### Cell classes on the final placement

Fill, decap, tap and diode cells in grey.
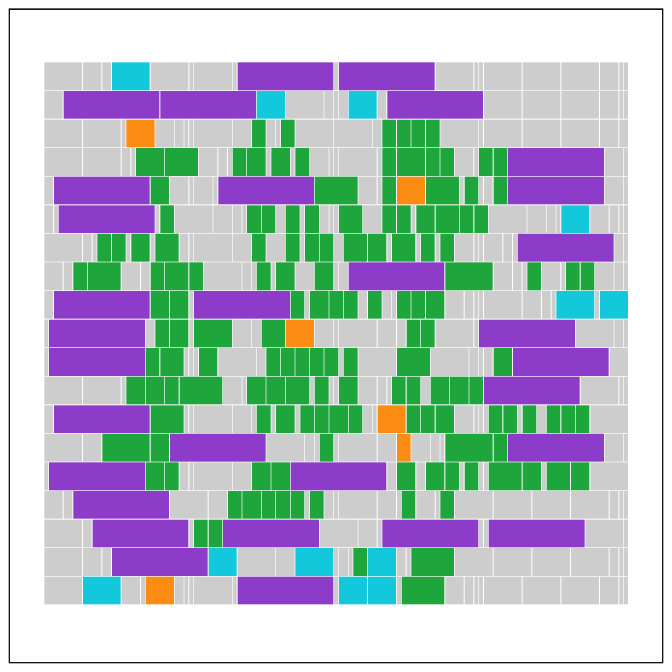
### Wire density map

Bar = 20 µm. 12 x 12 tiles, from dark blue (low) to red (high), scaled to the fullest tile. Values are wire area over tile area, all layers added.
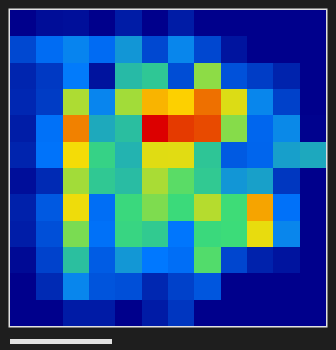
## config.mk

```make
export PLATFORM = sky130hd
export DESIGN_NAME = quad_input_filter
export DESIGN_NICKNAME = d
export VERILOG_FILES = /design/src/rtl/quad_input_filter.sv
export SDC_FILE = /design/constraint.sdc
export NUM_CORES = 1
export LEC_CHECK = 0
export ABC_AREA = 1
export CORE_MARGIN = 3
export CORE_UTILIZATION = 48
export DETAILED_ROUTE_END_ITERATION = 8
export PLACE_DENSITY_LB_ADDON = 0.2
export SYNTH_ARGS = -nofsm -noshare
export SYNTH_HDL_FRONTEND = slang
export SYNTH_SLANG_ARGS = --single-unit
```

## constraint.sdc

```tcl
create_clock -name clk -period 1.7 [get_ports clk]
set_input_delay 0.34 -clock clk [delete_from_list [all_inputs] [get_ports clk]]
set_output_delay 0.34 -clock clk [all_outputs]
set_load 0.05 [all_outputs]
```

## src/rtl/quad_input_filter.sv

```systemverilog
// Quadrature pin conditioner: synchronises and debounces the two raw encoder pins,
// then drives clean a/b levels, one-cycle edge strobes and a sticky violation flag.
//
// Per-channel debounce FSM (channel 0 = A, channel 1 = B):
//   state       | meaning
//   STABLE_LOW  | committed level 0, sample agrees
//   PEND_HIGH   | level 0, counting consecutive 1 samples
//   STABLE_HIGH | committed level 1, sample agrees
//   PEND_LOW    | level 1, counting consecutive 0 samples
module quad_input_filter #(
    parameter int SYNC_STAGES  = 2,
    parameter int PRESCALE     = 16,
    parameter int STABLE_TICKS = 4,
    parameter int PS_WIDTH     = 8,
    parameter int CNT_WIDTH    = 4
) (
    input  logic clk,
    input  logic reset,
    input  logic a_raw,
    input  logic b_raw,
    input  logic err_clear,
    output logic a,
    output logic b,
    output logic a_rise,
    output logic a_fall,
    output logic b_rise,
    output logic b_fall,
    output logic err
);

    typedef enum logic [1:0] {
        STABLE_LOW  = 2'd0,
        PEND_HIGH   = 2'd1,
        STABLE_HIGH = 2'd2,
        PEND_LOW    = 2'd3
    } state_t;

    localparam logic [PS_WIDTH-1:0]  PS_LAST  = PS_WIDTH'(PRESCALE - 1);
    localparam logic [CNT_WIDTH-1:0] CNT_LAST = CNT_WIDTH'(STABLE_TICKS - 1);
    localparam logic [CNT_WIDTH-1:0] CNT_ONE  = CNT_WIDTH'(1);

    logic [SYNC_STAGES-1:0] sync_a_q, sync_a_d;
    logic [SYNC_STAGES-1:0] sync_b_q, sync_b_d;
    logic [PS_WIDTH-1:0]    ps_q, ps_d;
    logic                   tick;

    state_t                 state_q [2];
    state_t                 state_d [2];
    logic [CNT_WIDTH-1:0]   cnt_q   [2];
    logic [CNT_WIDTH-1:0]   cnt_d   [2];
    logic [1:0]             lvl_q, lvl_d;
    logic [1:0]             rise_q, rise_d;
    logic [1:0]             fall_q, fall_d;
    logic [1:0]             samp;
    logic [1:0]             commit;
    logic                   err_q, err_d;

    // Only the last flop of each chain is allowed to reach the FSMs.
    assign samp = {sync_b_q[SYNC_STAGES-1], sync_a_q[SYNC_STAGES-1]};

    always_comb begin
        sync_a_d = {sync_a_q[SYNC_STAGES-2:0], a_raw};
        sync_b_d = {sync_b_q[SYNC_STAGES-2:0], b_raw};
    end

    always_comb begin
        tick = (ps_q == PS_LAST);
        ps_d = tick ? '0 : ps_q + 1'b1;
    end

    always_comb begin
        lvl_d  = lvl_q;
        rise_d = 2'b00;
        fall_d = 2'b00;
        commit = 2'b00;
        for (int i = 0; i < 2; i++) begin
            state_d[i] = state_q[i];
            cnt_d[i]   = cnt_q[i];
            if (tick) begin
                case (state_q[i])
                    STABLE_LOW: begin
                        if (samp[i]) begin
                            state_d[i] = PEND_HIGH;
                            cnt_d[i]   = CNT_ONE;
                        end
                    end
                    PEND_HIGH: begin
                        if (!samp[i]) begin
                            state_d[i] = STABLE_LOW;
                            cnt_d[i]   = '0;
                        end else if (cnt_q[i] == CNT_LAST) begin
                            state_d[i] = STABLE_HIGH;
                            cnt_d[i]   = '0;
                            lvl_d[i]   = 1'b1;
                            rise_d[i]  = 1'b1;
                            commit[i]  = 1'b1;
                        end else begin
                            cnt_d[i] = cnt_q[i] + 1'b1;
                        end
                    end
                    STABLE_HIGH: begin
                        if (!samp[i]) begin
                            state_d[i] = PEND_LOW;
                            cnt_d[i]   = CNT_ONE;
                        end
                    end
                    PEND_LOW: begin
                        if (samp[i]) begin
                            state_d[i] = STABLE_HIGH;
                            cnt_d[i]   = '0;
                        end else if (cnt_q[i] == CNT_LAST) begin
                            state_d[i] = STABLE_LOW;
                            cnt_d[i]   = '0;
                            lvl_d[i]   = 1'b0;
                            fall_d[i]  = 1'b1;
                            commit[i]  = 1'b1;
                        end else begin
                            cnt_d[i] = cnt_q[i] + 1'b1;
                        end
                    end
                    default: begin
                        state_d[i] = STABLE_LOW;
                        cnt_d[i]   = '0;
                    end
                endcase
            end
        end
    end

    // A fresh violation outranks a clear arriving in the same cycle.
    always_comb begin
        err_d = err_q;
        if (commit == 2'b11) begin
            err_d = 1'b1;
        end else if (err_clear) begin
            err_d = 1'b0;
        end
    end

    always_ff @(posedge clk or posedge reset) begin
        if (reset) begin
            sync_a_q <= '0;
            sync_b_q <= '0;
            ps_q     <= '0;
            for (int i = 0; i < 2; i++) begin
                state_q[i] <= STABLE_LOW;
                cnt_q[i]   <= '0;
            end
            lvl_q  <= 2'b00;
            rise_q <= 2'b00;
            fall_q <= 2'b00;
            err_q  <= 1'b0;
        end else begin
            sync_a_q <= sync_a_d;
            sync_b_q <= sync_b_d;
            ps_q     <= ps_d;
            for (int i = 0; i < 2; i++) begin
                state_q[i] <= state_d[i];
                cnt_q[i]   <= cnt_d[i];
            end
            lvl_q  <= lvl_d;
            rise_q <= rise_d;
            fall_q <= fall_d;
            err_q  <= err_d;
        end
    end

    assign a      = lvl_q[0];
    assign b      = lvl_q[1];
    assign a_rise = rise_q[0];
    assign a_fall = fall_q[0];
    assign b_rise = rise_q[1];
    assign b_fall = fall_q[1];
    assign err    = err_q;

endmodule

```

==> flow_metrics.py <==
# Auto-generated metrics
metrics = {
    "outcome": {
        "status": "completed",
    },
    "synthesis": {
        "ys.warnings.count": 0,
        "ys.flops": 31,
        "common_cells": "56 x nand2_1, 31 x dfrtp_1, 21 x nand3_1",
        "yosysTopAreaCellShare": 0.514,
        "ys_sh_xor": 0.0290,
        "logic_family": "simple AND/OR/NAND/NOR gates",
        "synth_seq_share": 0.514,
        "mux_area_frac": 0,
        "synth_area_um2": 1510,
        "top_cells_by_area": "dfrtp_1 51%, nand2_1 14%, nand3_1 7.0%",
        "synth_stat.cells": 181,
        "ys_sh_adder": 0.0249,
        "async_flop_share": 1.00,
        "yosys_area_um2": 1510,
        "syn_inst": 181,
        "syn_nets": 189,
        "synth_cell_types": 25,
        "ff_type": "dfrtp_1",
        "synth.cellmix.simpleShare": 0.327,
        "synth-compound-area-share": 0.0489,
        "largest_area_cell": "dfrtp_1",
        "edf_count": 0,
    },
    "grt": {
        "met3_usage": 0.0455,
        "grt.busiest_layer": "met2",
        "grt_pass1_vias": 1202,
        "grtUsageMet1": 0.208,
        "grt_pass1_wl_mm": 5.04,
        "grt.total_usage": 0.187,
        "antenna_found_initial": 0,
        "met2_usage": 0.309,
        "grt_max_degree": 32,
        "grt_remaining_overflow": 0,
    },
    "critical_path": {
        "cp.arrival_ns": 1.70,
        "critical_path_depth": 7,
        "crit_path_top_delay_cell": "dfrtp_1",
        "crit_buf_inv": 0,
        "reg2reg_depth": 7,
        "start_kind": "register",
        "cp_max_fo": 8,
        "cp_cell_sequence": "ha_1 -> nand2_1 -> nor2_2 -> nand3_2 -> nor2_4 -> nand2_2 -> and2_1",
        "setup.worst_path.class": "register to register",
        "endpoint_kind": "register",
        "cp_data_required_time_ns": 1.93,
        "worst_path_dominant_cell_family": "simple AND/OR/NAND/NOR gates",
    },
    "final_timing": {
        "hold_viol": 0,
        "skew_ns": 0.0114,
        "period_needed_ns": 1.46,
        "tns_ns": 0,
        "post-route-period-util": 0.861,
        "worst_slew_pin_slew_ns": 0.379,
        "setup_violations": 0,
        "setup_slack_ns": 0.236,
        "drv_slew": 0,
        "rsz0062_at_grt": "false",
    },
    "cts": {
        "postCtsHoldBufs": 0,
        "clkSinkCount": 31,
        "cts_buffers": 5,
        "post_cts_buffers": 0,
        "clk_pin_slew_worst_paths_ns": 0.09,
        "cts_buffer_depth": 2,
        "h-tree-depth": 2,
        "clockRootBuffer": "clkbuf_4",
        "clock_latency_ns": 0.33,
    },
    "layout": {
        "seq_area_frac": 0.458,
        "fin_cells": 239,
        "num-nonclk-inverters": 20,
        "layout_top_cells": "56 x nand2_1, 31 x dfrtp_1, 21 x nand3_1",
        "reg_top3": "cnt_q: 8 flops, ps_q: 8 flops",
        "final-nonclk-buf-share": 0.0591,
        "drive_gt1_frac": 0.117,
        "largest_class": "registers",
        "nNetsFinal": 206,
        "antennaDiodeCount": 0,
        "nNonClkBuffers": 12,
        "syn2layout_area_growth_pct": 12.2,
        "final-comb-area_um2": 648,
        "fillers": 268,
        "comb_share": 0.383,
        "layout_top_cell": "nand2_1",
        "area.sequential_um2": 776,
        "post-route-util": 0.589,
        "seq_cells": 31,
        "nClkBuffers": 6,
        "clk_share": 0.0244,
        "logic_gate_count": 128,
    },
    "power": {
        "comb-power_uw": 93.5,
        "cellLeakagePower_uw": 0.000876,
        "p_seq_uw": 782,
        "power_density_nw_per_um2": 740,
        "ir_drop_mv": 0.536,
        "p_switching_uw": 319,
        "pwr-share-seq": 0.624,
        "p_int_uw": 934,
        "clock_net_power_uw": 378,
        "p_comb_frac": 0.075,
        "p_sw_frac": 0.254,
        "power_frac_clock": 0.302,
        "top_power_group": "sequential cells",
    },
    "detailed_routing": {
        "viasPerCell": 5.04,
        "routed.top_layer": "met4",
        "met2_length_mm": 1.49,
        "wl_per_cell_um": 12.0,
        "routed-wl-met3_um": 106,
        "wl_met1_mm": 1.20,
        "routed_wl_mm": 2.88,
        "dr.pass1.iters": 4,
        "dr.first_iter.drc_count": 65,
        "antenna_left": 0,
    },
    "floorplan": {
        "fp-utilization": 0.525,
        "core_um2": 2880,
        "ios": 12,
        "chipWidth_um": 62.1,
        "fp.dieH_um": 62.1,
        "n_tap_cell": 42,
        "die-area_um2": 3850,
        "rows": 19,
    },
    "place": {
        "io_buffers": 11,
        "gp_congestion": 0.871,
        "dp.cells": 233,
        "dpl_worst_slack_ns": 0.239,
    },
    "worst_hold_path": {
        "hold_path.class": "register to register",
        "min_path_cells": 0,
    },
    "flow_run": {
        "drv_cap": 0,
    },
}
About 'Cell classes on the final placement':
Key: cyan = remaining buffers and delay cells [cells 12]; orange = clock drivers and dummy loads [cells 6]; green = remaining logic cells [cells 148]; purple = registers [cells 31]

About 'Wire density map':
The emptiest ninth of the die: north-east. The densest ninth of the die: centre. 22% of the tiles are nearly empty. The fullest tile reaches 0.46. The mean over all tiles is 0.12.

==> stage by stage <==
stage                     hold slack (ns)  power [µW]  instance area (µm²)
after floorplan                     0.331         860                 1510
after global placement              0.332         884                 1650
after detailed placement            0.335         890                 1650
after CTS                           0.356        1280                 1690
after global routing                0.365        1330                 1690
final                               0.352        1250                 1690
==> path summary, 6_finish.rpt <==
kind                            slack [ns]          end         from
worst max-delay path                  0.24   state_q[2]      ps_q[0]
worst min-delay path                  0.35  sync_a_q[1]  sync_a_q[0]
worst max register to register        0.24   state_q[2]      ps_q[0]
worst min register to register        0.35  sync_a_q[1]  sync_a_q[0]
max in group asynchronous             1.04      ps_q[4]        reset
min in group asynchronous             0.37     cnt_q[0]        reset
No activity file was given, so power comes from the tool's default toggle rates.
